===== src/rtl/piezo_sfx.sv =====
// Sound-effect sequencer: plays hit/win (and optional fire) jingles on a piezo.
// Define PIEZO_FIRE_SFX_EN to enable the fire blip on rising edges of `fire`.
module piezo_sfx #(
   parameter int unsigned CLK_HZ  = 1000000,
   parameter int unsigned NOTE_MS = 125
) (
   input  logic       clk,
   input  logic       nrst,
   input  logic [1:0] tank1_life,
   input  logic [1:0] tank2_life,
   input  logic       fire,
   output logic       piezo_out,
   output logic       busy,
   output logic       game_over
);

   localparam int unsigned NOTE_CYC = (CLK_HZ / 1000) * NOTE_MS;
   localparam int unsigned HALF_C5  = CLK_HZ / (2 * 523);
   localparam int unsigned HALF_E5  = CLK_HZ / (2 * 659);
   localparam int unsigned HALF_G5  = CLK_HZ / (2 * 784);
   localparam int unsigned HALF_C6  = CLK_HZ / (2 * 1047);
   localparam int unsigned NW = (NOTE_CYC > 1) ? $clog2(NOTE_CYC) : 1;
   localparam int unsigned HW = (HALF_C5 > 1) ? $clog2(HALF_C5) : 1;
   localparam logic [NW-1:0] NOTE_LAST = NW'(NOTE_CYC - 1);

   // Ordered by priority so a plain compare decides preemption.
   typedef enum logic [1:0] {EvNone, EvFire, EvHit, EvWin} ev_e;
   typedef enum logic [1:0] {StIdle, StPlay, StOver} state_e;
   typedef enum logic [2:0] {NoteRest, NoteC5, NoteE5, NoteG5, NoteC6} note_e;

   function automatic note_e seq_note(ev_e s, logic [2:0] i);
      note_e n;
      n = NoteRest;
      case (s)
         EvFire: n = NoteC6;
         EvHit: begin
            case (i)
               3'd0:    n = NoteG5;
               3'd1:    n = NoteE5;
               default: n = NoteC5;
            endcase
         end
         EvWin: begin
            case (i)
               3'd0:    n = NoteC5;
               3'd1:    n = NoteE5;
               3'd2:    n = NoteG5;
               3'd4:    n = NoteRest;
               default: n = NoteC6;
            endcase
         end
         default: n = NoteRest;
      endcase
      return n;
   endfunction

   function automatic logic [2:0] seq_last(ev_e s);
      case (s)
         EvHit:   return 3'd2;
         EvWin:   return 3'd5;
         default: return 3'd0;
      endcase
   endfunction

   function automatic logic [HW-1:0] half_last(note_e n);
      case (n)
         NoteC5:  return HW'(HALF_C5 - 1);
         NoteE5:  return HW'(HALF_E5 - 1);
         NoteG5:  return HW'(HALF_G5 - 1);
         NoteC6:  return HW'(HALF_C6 - 1);
         default: return '0;
      endcase
   endfunction

   state_e        state_q;
   ev_e           seq_q, ev_q, ev_now;
   logic [2:0]    idx_q;
   logic [NW-1:0] note_cnt_q;
   logic [HW-1:0] half_cnt_q;
   logic [1:0]    p1_q, p2_q;
   logic          primed_q, fire_edge, start;
   note_e         cur_note;

`ifdef PIEZO_FIRE_SFX_EN
   logic fire_q;
   always_ff @(posedge clk) begin
      if (nrst) fire_q <= 1'b0;
      else      fire_q <= fire;
   end
   assign fire_edge = fire & ~fire_q;
`else
   logic unused_fire;
   assign unused_fire = fire;
   assign fire_edge   = 1'b0;
`endif

   // No events on the first cycle after reset: previous lives are not yet valid.
   always_comb begin
      ev_now = EvNone;
      if (primed_q) begin
         if (fire_edge) ev_now = EvFire;
         if ((tank1_life < p1_q && tank1_life != 2'd0) ||
             (tank2_life < p2_q && tank2_life != 2'd0)) ev_now = EvHit;
         if ((tank1_life == 2'd0 && p1_q != 2'd0) ||
             (tank2_life == 2'd0 && p2_q != 2'd0)) ev_now = EvWin;
      end
   end

   assign cur_note = seq_note(seq_q, idx_q);
   assign start    = ((state_q == StIdle) && (ev_q != EvNone)) ||
                     ((state_q == StPlay) && (ev_q > seq_q));

   always_ff @(posedge clk) begin
      if (nrst) begin
         state_q    <= StIdle;
         seq_q      <= EvNone;
         ev_q       <= EvNone;
         idx_q      <= '0;
         note_cnt_q <= '0;
         half_cnt_q <= '0;
         p1_q       <= '0;
         p2_q       <= '0;
         primed_q   <= 1'b0;
         piezo_out  <= 1'b0;
         busy       <= 1'b0;
         game_over  <= 1'b0;
      end else begin
         p1_q     <= tank1_life;
         p2_q     <= tank2_life;
         primed_q <= 1'b1;
         ev_q     <= ev_now;
         if (start) begin
            state_q    <= StPlay;
            seq_q      <= ev_q;
            idx_q      <= '0;
            note_cnt_q <= '0;
            half_cnt_q <= '0;
            piezo_out  <= 1'b0;
            busy       <= 1'b1;
            if (ev_q == EvWin) game_over <= 1'b1;
         end else if (state_q == StPlay) begin
            if (note_cnt_q == NOTE_LAST) begin
               note_cnt_q <= '0;
               half_cnt_q <= '0;
               piezo_out  <= 1'b0;
               if (idx_q == seq_last(seq_q)) begin
                  busy    <= 1'b0;
                  state_q <= (seq_q == EvWin) ? StOver : StIdle;
               end else begin
                  idx_q <= idx_q + 3'd1;
               end
            end else begin
               note_cnt_q <= note_cnt_q + 1'b1;
               if (cur_note == NoteRest) begin
                  piezo_out <= 1'b0;
               end else if (half_cnt_q == half_last(cur_note)) begin
                  piezo_out  <= ~piezo_out;
                  half_cnt_q <= '0;
               end else begin
                  half_cnt_q <= half_cnt_q + 1'b1;
               end
            end
         end
      end
   end

endmodule


===== config.mk =====
export PLATFORM = sky130hd
export DESIGN_NAME = piezo_sfx
export DESIGN_NICKNAME = d
export VERILOG_FILES = /design/src/rtl/piezo_sfx.sv
export SDC_FILE = /design/constraint.sdc
export NUM_CORES = 1
export LEC_CHECK = 0
export ABC_AREA = 1
export CORE_MARGIN = 1
export CORE_UTILIZATION = 59
export CTS_CLUSTER_DIAMETER = 80
export CTS_CLUSTER_SIZE = 28
export DETAILED_ROUTE_END_ITERATION = 8
export PLACE_DENSITY_LB_ADDON = 0.12
export SLEW_MARGIN = 20
export SYNTH_ARGS = -nofsm -noshare
export SYNTH_HDL_FRONTEND = slang
export SYNTH_SLANG_ARGS = --single-unit

===== constraint.sdc =====
create_clock -name clk -period 2.6 [get_ports clk]
set_input_delay 0.65 -clock clk [delete_from_list [all_inputs] [get_ports clk]]
set_output_delay 0.65 -clock clk [all_outputs]
set_load 0.05 [all_outputs]

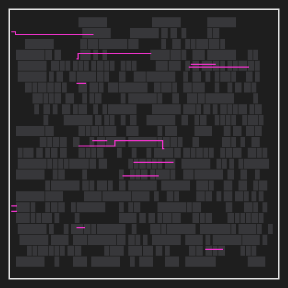
*Metal 3*
Drawn at 4 px/um. Cells faint in the background.
main direction = horizontal
share of all routed wire = 2.5%
longest straight run = 19.3 um
wire length on this layer = 118 um

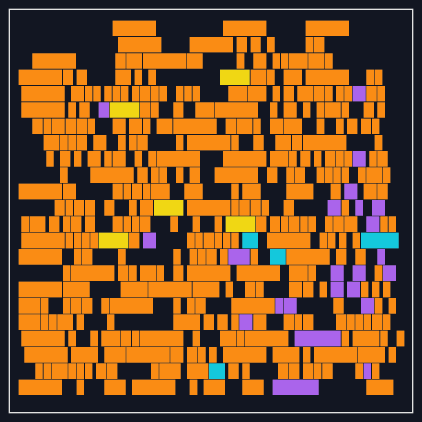
*Sizing map*
Drawn at 6 px/um.
cyan -> _3 and _4 cells  # cells 4, most used buf_4
purple -> _2 cells  # cells 23, most used nand2_2
orange -> _0 and _1 cells  # cells 348, most used nand2_1
yellow -> _6 and larger  # cells 5, most used clkbuf_8

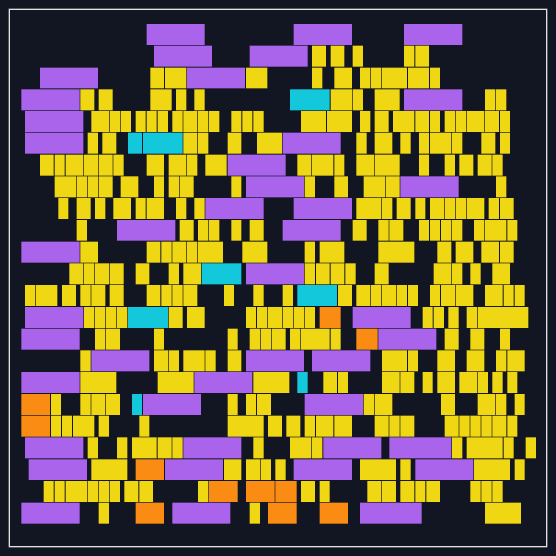
*Cell classes on the final placement*
Drawn at 8 px/um.
orange -> remaining buffers and delay cells  # cells 11
purple -> sequential cells  # cells 43
cyan -> clock drivers and dummy loads  # cells 8
yellow -> combinational and other logic  # cells 318
design area: 2716 um^2
cell row count: 23

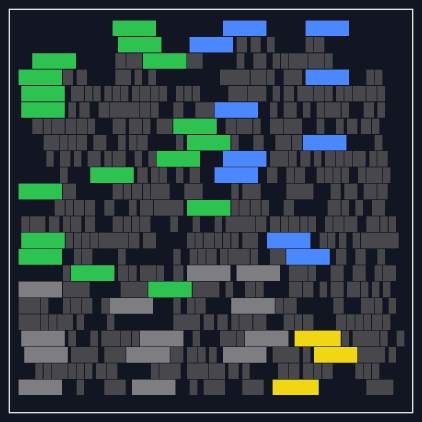
*Register map, names as in the netlist*
Drawn at 6 px/um.
yellow -> `idx_q`  # placed flops 3
blue -> `half_cnt_q`  # placed flops 10
green -> `note_cnt_q`  # placed flops 17
FF/Latch Area: 863.3 um^2
flop share of the area: 31.78%
total sequential power: 0.000689 W
fin util: 67.42%

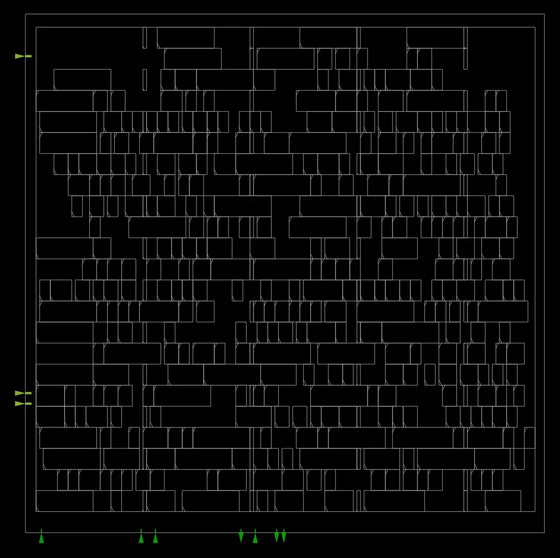
*Placed standard cells*
Layout fillers: 379
flop count: 43
CORE AREA: 4029 um^2
tap cell count: 50
Finished Layout Cells: 430

==> flow_metrics.tcl <==
# metrics dict for downstream scripts
set metrics [dict create \
    placedCellCount 422 \
    comb-power_w 0.000272 \
    peakVddDrop_mv 0.3535 \
    tightest_slew_ns 0.4982 \
    min_path_cells 2 \
    crit_fanout 11 \
    comb_area_um2 1419 \
    cts_tree "done" \
    antenna_found_initial 0 \
    start_kind "flop" \
    cts_max_path_buffers 2 \
    status "completed" \
    synth-simple-area-share_pct 36.92 \
    final_cell_mix "nand2_1, nor2_1, inv_1" \
    syn_to_final_growth_pct 9.041 \
    firstDrtPassIters 4 \
    finClkSkew_ns 0.003830 \
    grt_start_max_net_pins 15 \
    synthAoiAreaFrac_pct 11.05 \
    r2r_setup_slack_ns 0.30 \
    synth_cell_types 29 \
    finalSetupViolations 0 \
    synth_cells 366 \
    io_pins 10 \
    r2r_start "seq_q[1]" \
    gp_congestion 0.8224 \
    async_flop_share_pct 0 \
    hold_end "ev_q[1]" \
]
[flip-flops by register name, summed over array words and instances (netlist names)]
name	cells
piezo_out	1
state_q	1
idx_q	3
primed_q	1
seq_q	2
note_cnt_q	17
game_over	1
ev_q	2
half_cnt_q	10
p1_q	2
p2_q	2
busy	1
[worst max-delay path, cell delays in order (launching register included)]
cell and delay (ns):
dfxtp_1 0.43, inv_2 0.08, ha_1 0.32, inv_1 0.06
nor2_1 0.03, o21ai_0 0.16, nand2_1 0.11, nor2_1 0.37
nand2_1 0.35, a21oi_1 0.21, o21a_1 0.13
[per-layer routing]
layer | wire length [um] | up-vias | track usage, % | share of wire [%]
li1 | - | 1232 | - | -
met1 | 2304 | 1025 | 29.82 | 49
met2 | 2234 | 22 | 42.42 | 48
met3 | 118 | 4 | 4.623 | 2.5
met4 | 42 | 0 | 6.915 | 0.89
met5 | 0 | - | 0 | 0
[synthesized netlist by cell type (2+ instances only)]
| master | n |
|---|---|
| xnor2_1 | 2 |
| nor2_2 | 3 |
| dfxtp_1 | 43 |
| inv_1 | 45 |
| nor2_1 | 46 |
| nand3_1 | 30 |
| inv_2 | 4 |
| xor2_1 | 9 |
| ha_1 | 10 |
| nand4_1 | 10 |
| a211oi_1 | 2 |
| o211ai_1 | 3 |
| clkbuf_1 | 4 |
| nor3b_1 | 4 |
| o21ai_0 | 13 |
| nand3b_1 | 6 |
| nand2_1 | 69 |
| nor4_1 | 4 |
| a31oi_1 | 3 |
| a21oi_1 | 26 |
| nand2_2 | 11 |
| nor3_1 | 12 |
[final cells by class]
class | instances | area share [%]
clock buffer | 7 | 2.810
clock inverter | 1 | 0.1842
inverter | 50 | 6.909
multi-input combinational | 268 | 52.23
sequential | 43 | 31.78
tap | 50 | 2.303
timing repair buffer | 11 | 3.777
No activity file was given, so power comes from the tool's default toggle rates.
